===== config.mk =====
export PLATFORM = sky130hd
export DESIGN_NAME = router_pkt_ctrl_flat
export DESIGN_NICKNAME = d
export VERILOG_FILES = /design/src/rtl/router_pkt_ctrl_if.sv /design/src/rtl/router_pkt_ctrl.sv /design/src/flat_wrapper.sv
export SDC_FILE = /design/constraint.sdc
export NUM_CORES = 1
export LEC_CHECK = 0
export ABC_AREA = 0
export CAP_MARGIN = 10
export CORE_AREA = 4 4 91 115
export CTS_BUF_LIST = sky130_fd_sc_hd__clkbuf_4 sky130_fd_sc_hd__clkbuf_8
export DETAILED_ROUTE_END_ITERATION = 8
export DIE_AREA = 0 0 95 119
export PLACE_DENSITY = 0.44
export SLEW_MARGIN = 20
export SYNTH_ARGS = -nofsm -noshare
export SYNTH_HDL_FRONTEND = slang
export SYNTH_SLANG_ARGS = --single-unit

===== constraint.sdc =====
create_clock -name clk -period 1.7 [get_ports clk]
set_input_delay 0.34 -clock clk [delete_from_list [all_inputs] [get_ports clk]]
set_output_delay 0.34 -clock clk [all_outputs]
set_load 0.02 [all_outputs]

===== src/rtl/router_pkt_ctrl_if.sv =====
// Bus bundle between the packet source, the router ingress controller and the three output FIFOs.
// The master modport is the environment (source, FIFO flags, readers). The slave modport is the controller.
// Ports: pkt_valid/data_in/busy (source), data_out/write_enb/lfd_state (FIFO write),
//        fifo_full/fifo_empty/read_enb (FIFO status), vld_out/soft_reset/err (status out).
interface router_pkt_ctrl_if;
    logic       pkt_valid;
    logic [7:0] data_in;
    logic       busy;
    logic [7:0] data_out;
    logic [2:0] write_enb;
    logic       lfd_state;
    logic [2:0] fifo_full;
    logic [2:0] fifo_empty;
    logic [2:0] read_enb;
    logic [2:0] vld_out;
    logic [2:0] soft_reset;
    logic       err;

    modport master (
        output pkt_valid, data_in, fifo_full, fifo_empty, read_enb,
        input  busy, data_out, write_enb, lfd_state, vld_out, soft_reset, err
    );

    modport slave (
        input  pkt_valid, data_in, fifo_full, fifo_empty, read_enb,
        output busy, data_out, write_enb, lfd_state, vld_out, soft_reset, err
    );
endinterface


===== src/rtl/router_pkt_ctrl.sv =====
// Ingress sequencer of the 1x3 router: decodes headers and steers packet bytes into one of three FIFOs.
// Latency: an accepted byte is written to its FIFO one cycle later; write_enb/lfd_state are combinational from the data register.
// Backpressure: busy holds the source while the selected FIFO is full, while waiting for an empty FIFO, and during DRAIN.
// Ports: clk, reset (sync, active high), bus (router_pkt_ctrl_if.slave).
// Optional feature: define PARITY_CHECK_EN to build the parity checker that drives err; otherwise err is tied low.
module router_pkt_ctrl #(
    parameter int TIMEOUT = 30
) (
    input  logic              clk,
    input  logic              reset,
    router_pkt_ctrl_if.slave  bus
);
    localparam int TW = $clog2(TIMEOUT);

    typedef enum logic [2:0] {IDLE, WAIT_EMPTY, XFER, DRAIN, DROP} state_t;

    state_t     state_q, state_d;
    logic [7:0] data_q, data_d;
    logic       dvalid_q, dvalid_d;
    logic       dhdr_q, dhdr_d;
    logic [1:0] sel_q, sel_d;
    logic [6:0] cnt_q, cnt_d;
    logic       busy;
    logic [2:0] srst;

    logic [1:0] dest;
    logic [6:0] len_p1;
    logic       sel_full;
    logic       sel_srst;
    logic       write_fire;

    assign dest       = bus.data_in[1:0];
    assign len_p1     = {1'b0, bus.data_in[7:2]} + 7'd1;
    assign sel_full   = bus.fifo_full[sel_q];
    assign sel_srst   = srst[sel_q];
    // A soft reset on the selected FIFO wins over a pending write.
    assign write_fire = dvalid_q && !sel_full && !sel_srst;

    // Idle timers: a FIFO that holds data but is not read for TIMEOUT cycles is soft-reset.
    for (genvar i = 0; i < 3; i++) begin : g_timer
        logic [TW-1:0] timer_q;
        assign srst[i] = !bus.fifo_empty[i] && !bus.read_enb[i] && (timer_q == TW'(TIMEOUT - 1));
        always_ff @(posedge clk) begin
            if (reset)
                timer_q <= '0;
            else if (bus.fifo_empty[i] || bus.read_enb[i] || srst[i])
                timer_q <= '0;
            else
                timer_q <= timer_q + TW'(1);
        end
    end

    always_ff @(posedge clk) begin
        if (reset) begin
            state_q  <= IDLE;
            data_q   <= '0;
            dvalid_q <= 1'b0;
            dhdr_q   <= 1'b0;
            sel_q    <= '0;
            cnt_q    <= '0;
        end else begin
            state_q  <= state_d;
            data_q   <= data_d;
            dvalid_q <= dvalid_d;
            dhdr_q   <= dhdr_d;
            sel_q    <= sel_d;
            cnt_q    <= cnt_d;
        end
    end

    always_comb begin
        state_d  = state_q;
        data_d   = data_q;
        dvalid_d = dvalid_q;
        dhdr_d   = dhdr_q;
        sel_d    = sel_q;
        cnt_d    = cnt_q;
        busy     = 1'b0;
        if (write_fire)
            dvalid_d = 1'b0;
        case (state_q)
            IDLE: begin
                busy = bus.pkt_valid && (dest != 2'd3) && !bus.fifo_empty[dest];
                if (bus.pkt_valid) begin
                    if (dest == 2'd3) begin
                        cnt_d   = len_p1;
                        state_d = DROP;
                    end else if (bus.fifo_empty[dest]) begin
                        data_d   = bus.data_in;
                        dvalid_d = 1'b1;
                        dhdr_d   = 1'b1;
                        sel_d    = dest;
                        cnt_d    = len_p1;
                        state_d  = XFER;
                    end else begin
                        // Header is left on data_in and decoded again once the FIFO empties.
                        sel_d   = dest;
                        state_d = WAIT_EMPTY;
                    end
                end
            end
            WAIT_EMPTY: begin
                busy = 1'b1;
                if (bus.fifo_empty[sel_q])
                    state_d = IDLE;
            end
            XFER: begin
                busy = dvalid_q && sel_full;
                if (sel_srst) begin
                    // The FIFO is being flushed: the rest of the packet is consumed unwritten.
                    dvalid_d = 1'b0;
                    state_d  = DROP;
                    if (bus.pkt_valid && !busy) begin
                        cnt_d = cnt_q - 7'd1;
                        if (cnt_q == 7'd1)
                            state_d = IDLE;
                    end
                end else if (bus.pkt_valid && !busy) begin
                    data_d   = bus.data_in;
                    dvalid_d = 1'b1;
                    dhdr_d   = 1'b0;
                    cnt_d    = cnt_q - 7'd1;
                    if (cnt_q == 7'd1)
                        state_d = DRAIN;
                end
            end
            DRAIN: begin
                busy = 1'b1;
                if (sel_srst) begin
                    dvalid_d = 1'b0;
                    state_d  = IDLE;
                end else if (!dvalid_q || write_fire) begin
                    state_d = IDLE;
                end
            end
            DROP: begin
                if (bus.pkt_valid) begin
                    cnt_d = cnt_q - 7'd1;
                    if (cnt_q == 7'd1)
                        state_d = IDLE;
                end
            end
            default: state_d = IDLE;
        endcase
    end

    assign bus.busy       = busy;
    assign bus.data_out   = data_q;
    assign bus.write_enb  = write_fire ? (3'b001 << sel_q) : 3'b000;
    assign bus.lfd_state  = write_fire && dhdr_q;
    assign bus.vld_out    = ~bus.fifo_empty;
    assign bus.soft_reset = srst;

`ifdef PARITY_CHECK_EN
    logic [7:0] xor_q;
    logic       err_q;

    always_ff @(posedge clk) begin
        if (reset) begin
            xor_q <= '0;
            err_q <= 1'b0;
        end else begin
            err_q <= 1'b0;
            if (state_q == IDLE && state_d == XFER) begin
                xor_q <= bus.data_in;
            end else if (state_q == XFER && bus.pkt_valid && !busy && !sel_srst) begin
                if (cnt_q == 7'd1)
                    err_q <= (bus.data_in != xor_q);
                else
                    xor_q <= xor_q ^ bus.data_in;
            end
        end
    end

    assign bus.err = err_q;
`else
    assign bus.err = 1'b0;
`endif
endmodule


===== src/flat_wrapper.sv =====
// flat-port wrapper written by rule: the top's interface ports become plain ports
module router_pkt_ctrl_flat 
#(
    parameter int TIMEOUT = 30
)
  (clk, reset, bus_pkt_valid, bus_data_in, bus_fifo_full, bus_fifo_empty, bus_read_enb, bus_busy, bus_data_out, bus_write_enb, bus_lfd_state, bus_vld_out, bus_soft_reset, bus_err);
  router_pkt_ctrl_if bus_i ();
  input  logic clk;
  input  logic reset;
  input wire logic [$bits(bus_i.pkt_valid)-1:0] bus_pkt_valid;
  input wire logic [$bits(bus_i.data_in)-1:0] bus_data_in;
  input wire logic [$bits(bus_i.fifo_full)-1:0] bus_fifo_full;
  input wire logic [$bits(bus_i.fifo_empty)-1:0] bus_fifo_empty;
  input wire logic [$bits(bus_i.read_enb)-1:0] bus_read_enb;
  output wire logic [$bits(bus_i.busy)-1:0] bus_busy;
  output wire logic [$bits(bus_i.data_out)-1:0] bus_data_out;
  output wire logic [$bits(bus_i.write_enb)-1:0] bus_write_enb;
  output wire logic [$bits(bus_i.lfd_state)-1:0] bus_lfd_state;
  output wire logic [$bits(bus_i.vld_out)-1:0] bus_vld_out;
  output wire logic [$bits(bus_i.soft_reset)-1:0] bus_soft_reset;
  output wire logic [$bits(bus_i.err)-1:0] bus_err;
  assign bus_i.pkt_valid = bus_pkt_valid;
  assign bus_i.data_in = bus_data_in;
  assign bus_i.fifo_full = bus_fifo_full;
  assign bus_i.fifo_empty = bus_fifo_empty;
  assign bus_i.read_enb = bus_read_enb;
  assign bus_busy = bus_i.busy;
  assign bus_data_out = bus_i.data_out;
  assign bus_write_enb = bus_i.write_enb;
  assign bus_lfd_state = bus_i.lfd_state;
  assign bus_vld_out = bus_i.vld_out;
  assign bus_soft_reset = bus_i.soft_reset;
  assign bus_err = bus_i.err;
  router_pkt_ctrl #(.TIMEOUT(TIMEOUT)) u_core (.clk(clk), .reset(reset), .bus(bus_i));
endmodule

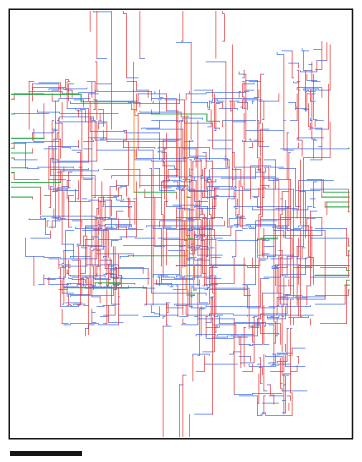
**Above:** run 1 (metal layers overlaid).
Scale bar: 20 µm.
legend:
  orange:
    layer: met4
    wire_length: 97.2 µm
  red:
    layer: met2
    wire_length: 3860 µm
  green:
    layer: met3
    wire_length: 261 µm
  blue:
    layer: met1
    wire_length: 3050 µm
combined global-route utilization of all metal layers: 13.41%
aggregate routed wire length: 7.264 mm
total via count after detailed routing: 2411
WL/cell: 14.02 µm

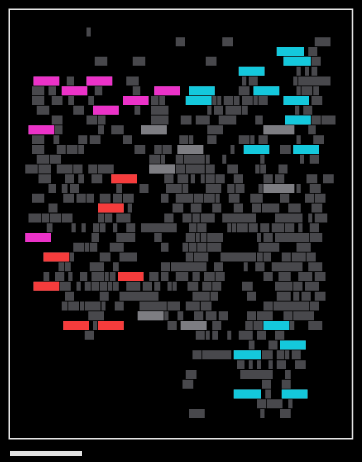
**Above:** run 1 (register map, names as in the netlist).
Scale bar: 20 µm. Other sequential cells in the stronger grey, the rest of the logic in the fainter grey.
legend:
  cyan:
    name_in_the_netlist: u_core.g_timer.timer_q
    placed_flops: 15
  red:
    name_in_the_netlist: u_core.cnt_q
    placed_flops: 7
  magenta:
    name_in_the_netlist: u_core.bus.data_out
    placed_flops: 8
    where: top left
Power Sequential: 1.19 mW
utilization of the core after routing: 40.43%

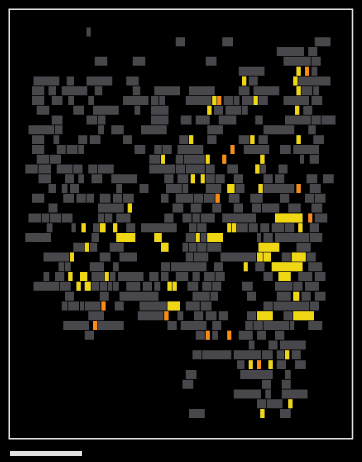
**Above:** run 1 (selected gate families).
Scale bar: 20 µm.
legend:
  orange:
    family: inverters
    cells: 13
  yellow:
    family: NOR gates
    cells: 57
post-layout instance count excluding filler cells: 518
proportion of cell area occupied by multi-input gates: 43.52%
most numerous logic cell after layout: sky130_fd_sc_hd__buf_4

==> impl_metrics.toml, run 1 <==
# flow metrics
[grt]
grt_max_degree = 36

[final_timing]
setup_slack_ns = -0.3543
setup_viol = 27
rsz0062_at_grt = "true"
hold-worst-slack_ns = 0.4758
final_hold_viol_count = 0
period_needed_ns = 2.054
final.setup_skew_ns = 0.007785
min_period_over_period_pct = 120.8
finalMaxSlewViolations = 0

[route]
1st_iter_drt_viols = 83
drt_first_pass_iters = 4

[placed_design]
dpl_worst_slack_ns = -0.8780

[layout]
layout-drive-gt1-share_pct = 38.52
nNetsFinal = 420
num_antenna_cells = 0

[logic_synthesis]
synth-simple-area-share_pct = 28.95
synthArstFlopShare_pct = 0
xor_area_share_pct = 4.970
synthAdderAreaFrac_pct = 4.915
synthMuxAreaShare_pct = 2.294
synth-cells-yosys = 272
ys_top_logic_family = "simple AND/OR/NAND/NOR gates"
syn_nets = 301
netlist-cell-type-count = 54
yosys-stat-area_mm2 = 0.002291
ys.flops = 37

[worst_setup_path]
cpMostUsedCell = "sky130_fd_sc_hd__buf_4"
startpoint_type = "register"
max_stage_delay_ns = 0.41
top_family_by_delay_on_critical_path = "flip-flops"
worstPathCellList = "mux2i_4 > o211ai_1 > buf_4 > nor4b_4 > buf_4"

[floorplanning]
boundaryPins = 40
fp_density_pct = 24.35
die_area_mm2 = 0.01131
std_cell_rows = 40

[job]
log.warning_count = 33
cap_violations = 0

[power]
max-vdd-ir-drop_mv = 0.6645

[status]
failed_checks = "negative setup slack"
status = "finished with violations"

[clocking]
number_of_clock_sinks = 37
htree_levels = 2
run 1: layout make-up:
type,instances,area (µm²)
Multi-Input combinational cell,208,1655
Sequential cell,37,753.2
Fill cell,1024,5605
Clock buffer,6,82.58
Inverter,13,48.80
Tap cell,126,157.7
Timing Repair Buffer,126,1069
Clock inverter,2,37.54
run 1: where the power goes:
group | switching (mW) | internal, mW
Sequential | 0.149 | 1.04
Combinational | 1.30 | 1.22
Clock | 0.363 | 0.478
run 1: worst min-delay path, cell delays in order, from the launching register on:
cell	delay, ns
sky130_fd_sc_hd__dfxtp_1	0.32
sky130_fd_sc_hd__nand2b_1	0.07
sky130_fd_sc_hd__o21ai_1	0.05
run 1: cells by family after synthesis:
| group | after synthesis |
|---|---|
| flops | 37 |
| compound gates | 60 |
| mux | 4 |
| buf+inv | 28 |
| simple gates | 120 |
| other cells | 1 |
| xor+xnor | 13 |
| fa+ha+maj | 9 |
run 1: cell usage after synthesis, drive strengths merged, types with 8 or more instances:
cell type / count / area share [%]
xor2: 8 / 3.1
nand3: 12 / 2.6
dfxtp: 37 / 32
inv: 13 / 2.1
nor2: 39 / 6.4
nand2b: 16 / 4.4
o21ai: 17 / 3.7
a21oi: 11 / 2.4
clkbuf: 8 / 1.3
ha: 9 / 4.9
nor3: 8 / 1.7
nand4b: 9 / 3.4
run 1: what timing repair did:
item                                    CTS  global route
buffers inserted                         12             5
endpoints found under the setup margin   31            28
resized                                  94            21
pin swaps                                27            12
hold buffers                              0             0
gates cloned                              1             0
run 1: state kept, by name, summed over array words and instances (netlist names):
| register | count |
|---|---|
| u_core.dhdr_q | 1 |
| u_core.sel_q | 2 |
| u_core.cnt_q | 7 |
| u_core.g_timer.timer_q | 15 |
| u_core.dvalid_q | 1 |
| u_core.state_q | 3 |
| u_core.bus.data_out | 8 |
run 1: worst paths after layout:
kind | startpoint | endpoint | slack (ns) | cells after the start
worst max-delay path | u_core.sel_q[1] | bus_write_enb[1] | -0.35 | 5
worst min register to register | u_core.bus.data_out[0] | u_core.bus.data_out[0] | 0.48 | 2
worst min-delay path | u_core.bus.data_out[0] | u_core.bus.data_out[0] | 0.48 | 2
worst max register to register | u_core.g_timer[2].timer_q[1] | u_core.state_q[0] | -0.15 | 9
run 1: metal layers:
metal / GRT usage, % / vias to the layer above / part of all wire (%)
met4: 3.430 / 0 / 1.3
met1: 15.58 / 1141 / 42
li1: - / 1214 / -
met5: 0 / - / 0
met3: 2.906 / 10 / 3.6
met2: 24.35 / 46 / 53
## Run 2: what changed since run 1
--- a/config.mk
+++ b/config.mk
@@ -12,6 +12,7 @@
 export DETAILED_ROUTE_END_ITERATION = 8
 export DIE_AREA = 0 0 95 119
 export PLACE_DENSITY = 0.44
+export SKIP_CTS_REPAIR_TIMING = 1
 export SLEW_MARGIN = 20
 export SYNTH_ARGS = -nofsm -noshare
 export SYNTH_HDL_FRONTEND = slang
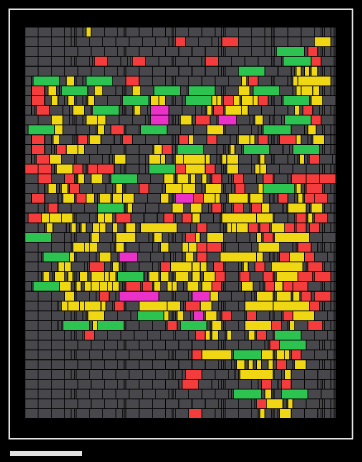
**Above:** run 2 (placement by cell class).
Scale bar: 20 µm. Fill, decap, tap and diode cells in grey.
legend:
  yellow:
    class: all other logic
    cells: 221
    share_of_their_area: 47%
  green:
    class: flops
    cells: 37
    share_of_their_area: 21%
  magenta:
    class: clock drivers and dummy loads
    cells: 8
    share_of_their_area: 3.3%
  red:
    class: other buffers and delay cells
    cells: 121
    share_of_their_area: 29%
utilization of the core after routing: 40.27%
Core ar.: 0.009409 mm²
number of rows in the core area: 40
final std cell area, no fill: 0.003789 mm²

==> run 2 against run 1 <==
Net effect: the run still ends with negative setup slack left; sequential power about the same; design area down 0.39%; maximum frequency down 3.0%; hold slack worse by 0.0064 ns; sequential share of layout area about the same; first-iteration DRC count down 16%; utilization down 0.16 points; combinational power down 2%; via count down 1.2%; critical endpoint unchanged; highest routed layer unchanged.
==> impl_metrics.toml, run 2 <==
# flow metrics
[logic_synthesis]
yosys.area.top_type_share_pct = 32.33
ys.flops = 37
syn_nets = 301
synth-cells-yosys = 272
post_synth_most_frequent_cells = "sky130_fd_sc_hd__nor2_1, sky130_fd_sc_hd__dfxtp_1, sky130_fd_sc_hd__nand2b_1"
synthArstFlopShare_pct = 0
yosys-top-cells-area = "sky130_fd_sc_hd__dfxtp_1, sky130_fd_sc_hd__nor2_1, sky130_fd_sc_hd__ha_1"

[status]
failed_checks = "negative setup slack"
status = "finished with violations"

[final_timing]
min_period_over_period_pct = 124.6
setup_slack_ns = -0.4184
setup_viol = 24
final.setup_skew_ns = 0.007335
final_hold_viol_count = 0
finalMaxSlewViolations = 0

[route]
met2_wirelength_mm = 3.812
detailroute.wirelength.met3_um = 268
wl_met1_mm = 3.013
vias = 2382

[layout]
fin_cells = 513
layout_top_cell_excl_fill_tap = "sky130_fd_sc_hd__buf_4"
layout-drive-gt1-share_pct = 38.24
regMostFlops = "u_core.g_timer.timer_q"
fillCellCount = 1029
mi_comb_area_mm2 = 0.001664
largest_register_ffs = 15

[hold_path]
hold_path_end = "u_core.bus.data_out[6]"
worst_hold_path.num_cells = 2
hold_path_startpoint = "u_core.bus.data_out[6]"

[floorplanning]
die_area_mm2 = 0.01131
fp_density_pct = 24.35
boundaryPins = 40

[worst_setup_path]
timing.reg2reg.setup_slack_ns = -0.19
worstPathCellList = "mux2i_4 > o211ai_1 > buf_4 > nor4b_4 > buf_4"
reg2reg_from = "u_core.g_timer[2].timer_q[1]"
startpoint_type = "register"

[grt]
gr-usage-all-layers_pct = 12.95

[job]
cap_violations = 0

[power]
max-vdd-ir-drop_mv = 0.6654

[clocking]
number_of_clock_sinks = 37
htree_levels = 2
==> run 2: where the power goes <==
group	switching [mW]	internal [mW]
Combinational	1.28	1.20
Clock	0.364	0.478
Sequential	0.153	1.04
==> run 2: cells by family (layout without fill, tap and decap cells) <==
group	Yosys count	after routing	synth area share [%]
compound gates	60	60	20.64
xor+xnor	13	13	4.970
fa+ha+maj	9	9	4.915
buf+inv	28	142	5.734
flops	37	37	32.33
mux	4	4	2.294
other cells	1	1	0.1637
simple gates	120	121	28.95
==> run 2: layout make-up <==
class	count	share of cell area, %
Multi-Input combinational cell	208	43.92
Timing Repair Buffer	121	27.64
Sequential cell	37	19.82
Tap cell	126	4.161
Clock buffer	6	2.180
Inverter	13	1.288
Clock inverter	2	0.9908
==> run 2: worst max-delay path by stage <==
stage	startpoint	to	slack, ns	cells past startpoint
after detailed placement	bus_fifo_empty[2]	bus_lfd_state	-0.88	6
after CTS	u_core.sel_q[1]	bus_write_enb[1]	-0.95	4
after global placement	bus_data_in[1]	bus_busy	-0.87	7
after global routing	u_core.sel_q[1]	bus_write_enb[1]	-0.51	5
after floorplan	u_core.g_timer[1].timer_q[0]	bus_write_enb[1]	-0.09	4
final	u_core.sel_q[1]	bus_write_enb[1]	-0.42	5
==> run 2: worst reg2reg max path: cells and delay by family (launching register included) <==
family | cells | cell delay, ns
adders and majority gates | 1 | 0.14
buffers and inverters | 2 | 0.17
DFF | 1 | 0.34
and+or+nand+nor | 2 | 0.45
AOI/OAI and AO/OA | 3 | 0.71
==> run 2: through the flow <==
step	worst slack (ns)	setup TNS (ns)	instance area (µm²)
after floorplan	-0.08712	-0.4713	2323
after global placement	-0.8660	-17.02	3331
after detailed placement	-0.8780	-17.37	3331
after CTS	-0.9456	-11.43	3451
after global routing	-0.5115	-6.239	3789
final	-0.4184	-3.489	3789
==> run 2: routing by layer <==
layer	vias to the layer above	global-route usage [%]
met5	-	0
met1	1127	15.34
met3	7	2.653
met2	45	23.33
li1	1203	-
met4	0	3.249
**Run 2: register map, names as in the netlist**

Scale bar: 20 µm. Other sequential cells in the stronger grey, the rest of the logic in the fainter grey.
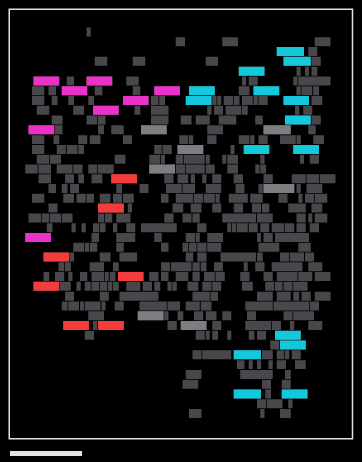

## Run 3: what changed since run 2
--- a/config.mk
+++ b/config.mk
@@ -7,10 +7,11 @@
 export LEC_CHECK = 0
 export ABC_AREA = 0
 export CAP_MARGIN = 10
-export CORE_AREA = 4 4 91 115
+export CORE_AREA = 2 2 89 113
 export CTS_BUF_LIST = sky130_fd_sc_hd__clkbuf_4 sky130_fd_sc_hd__clkbuf_8
 export DETAILED_ROUTE_END_ITERATION = 8
-export DIE_AREA = 0 0 95 119
+export DIE_AREA = 0 0 91 115
+export GPL_ROUTABILITY_DRIVEN = 0
 export PLACE_DENSITY = 0.44
 export SKIP_CTS_REPAIR_TIMING = 1
 export SLEW_MARGIN = 20
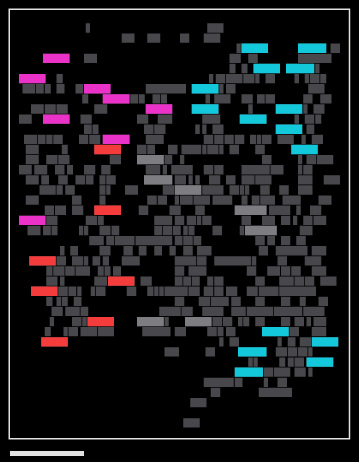
**Above:** run 3 (register map, names as in the netlist).
Scale bar: 20 µm. Other sequential cells in the stronger grey, the rest of the logic in the fainter grey.
legend:
  red:
    name_in_the_netlist: u_core.cnt_q
    placed_flops: 7
  cyan:
    name_in_the_netlist: u_core.g_timer.timer_q
    placed_flops: 15
  magenta:
    name_in_the_netlist: u_core.bus.data_out
    placed_flops: 8
    where: top left
utilization of the core after routing: 41.21%
Register Area: 754.5 µm²

==> run 3 against run 2 <==
Net effect: the run still ends with negative setup slack left; via count up 1.5%; sequential power about the same; hold slack better by 0.0048 ns; synthesized area unchanged; die area down 7.4%; clock skew up 0.0013 ns; combinational power up 4%; critical endpoint unchanged; highest routed layer unchanged.
==> impl_metrics.toml, run 3 <==
# flow metrics
[floorplanning]
std_cell_rows = 40
fp_density_pct = 24.35
core_mm2 = 0.009409
die_area_mm2 = 0.01047
boundaryPins = 40

[layout]
layout_top_cell_excl_fill_tap = "sky130_fd_sc_hd__buf_4"
fin_cells = 523
fillCellCount = 985
largest_register_ffs = 15
regMostFlops = "u_core.g_timer.timer_q"

[worst_setup_path]
startpoint_type = "register"
reg2reg_from = "u_core.g_timer[2].timer_q[1]"
timing.reg2reg.setup_slack_ns = -0.14

[status]
failed_checks = "negative setup slack"
status = "finished with violations"

[logic_synthesis]
syn_nets = 301
synth-cells-yosys = 272
yosys-top-cells-area = "sky130_fd_sc_hd__dfxtp_1, sky130_fd_sc_hd__nor2_1, sky130_fd_sc_hd__ha_1"
post_synth_most_frequent_cells = "sky130_fd_sc_hd__nor2_1, sky130_fd_sc_hd__dfxtp_1, sky130_fd_sc_hd__nand2b_1"
ys.flops = 37
synthArstFlopShare_pct = 0

[power]
net-switching-power_mw = 1.819
max-vdd-ir-drop_mv = 0.6322
cellInternalPower_mw = 2.745
swShare_pct = 39.86
clock_power_share_pct = 17.6
power_frac_comb_pct = 56.4

[grt]
antenna_violations_before_repair = 0
gr-usage-all-layers_pct = 13.26

[clocking]
number_of_clock_sinks = 37

[final_timing]
finalMaxSlewViolations = 0
final_hold_viol_count = 0
setup_slack_ns = -0.3795
setup_viol = 25

[hold_path]
hold_path_startpoint = "u_core.bus.data_out[2]"
worst_hold_path.num_cells = 2

[job]
cap_violations = 0

[route]
vias = 2417
-- run 3: final cells by class --
cell class	count	area, µm²	area share (%)
Tap cell	126	157.7	4.066
Timing Repair Buffer	131	1130	29.14
Inverter	13	48.80	1.258
Clock inverter	3	46.29	1.194
Clock buffer	5	68.82	1.775
Multi-Input combinational cell	208	1672	43.11
Sequential cell	37	754.5	19.46
-- run 3: per-stage QoR --
| step | worst slack [ns] | utilization, % | area (µm²) | hold WS (ns) | setup TNS, ns |
|---|---|---|---|---|---|
| after detailed placement | -0.8720 | 36.04 | 3391 | 0.4618 | -16.99 |
| after global routing | -0.4335 | 41.21 | 3877 | 0.4946 | -5.541 |
| final | -0.3795 | 41.21 | 3877 | 0.4742 | -2.932 |
| after floorplan | -0.08712 | - | 2323 | 0.4334 | -0.4713 |
| after CTS | -0.9316 | 37.26 | 3506 | 0.4780 | -11.67 |
| after global placement | -0.8638 | 36.04 | 3391 | 0.4551 | -16.69 |
-- run 3: critical path: stages, from the launching register on --
cell	delay [ns]
sky130_fd_sc_hd__dfxtp_4	0.41
sky130_fd_sc_hd__mux2i_4	0.26
sky130_fd_sc_hd__o211ai_1	0.20
sky130_fd_sc_hd__buf_4	0.20
sky130_fd_sc_hd__nor4b_4	0.19
sky130_fd_sc_hd__buf_4	0.18
-- run 3: layer usage --
layer  track usage (%)  wire length, µm  share of wire (%)  vias up
li1                  -                -                  -     1230
met1             15.21             2953                 42     1140
met2             25.09             3727                 53       41
met3             2.556              294                4.2        6
met4             3.535               63               0.89        0
met5                 0                0                  0        -
-- run 3: worst max-delay path by stage --
stage	from	end	slack [ns]	depth (start not counted)
2_1_floorplan	u_core.g_timer[1].timer_q[0]	bus_write_enb[1]	-0.09	4
3_3_place_gp	bus_data_in[1]	bus_busy	-0.86	7
3_5_place_dp	bus_data_in[1]	bus_busy	-0.87	8
4_1_cts	u_core.g_timer[2].timer_q[1]	bus_lfd_state	-0.93	7
5_1_grt	u_core.sel_q[1]	bus_write_enb[1]	-0.43	5
6_report	u_core.sel_q[1]	bus_write_enb[1]	-0.38	5
-- run 3: power groups by stage --
stage	combinational [mW]	sequential (mW)	clock (mW)
after floorplan	1.30	1.21	0
after global placement	2.24	1.19	0
after detailed placement	2.22	1.19	0
after CTS	2.23	1.17	0.835
after global routing	2.81	1.21	0.863
final	2.57	1.19	0.803
-- run 3: logic make-up (layout without fill, tap and decap cells) --
group | after synthesis | in the layout | synth area share [%]
flip-flops | 37 | 37 | 32.33
AND/OR/NAND/NOR | 120 | 121 | 28.95
adder cells (fa/ha/maj) | 9 | 9 | 4.915
AND-OR/OR-AND | 60 | 60 | 20.64
buffers and inverters | 28 | 152 | 5.734
other | 1 | 1 | 0.1637
multiplexers | 4 | 4 | 2.294
XOR/XNOR | 13 | 13 | 4.970
Power figures rest on the tool's default switching activity, not on a simulated workload.
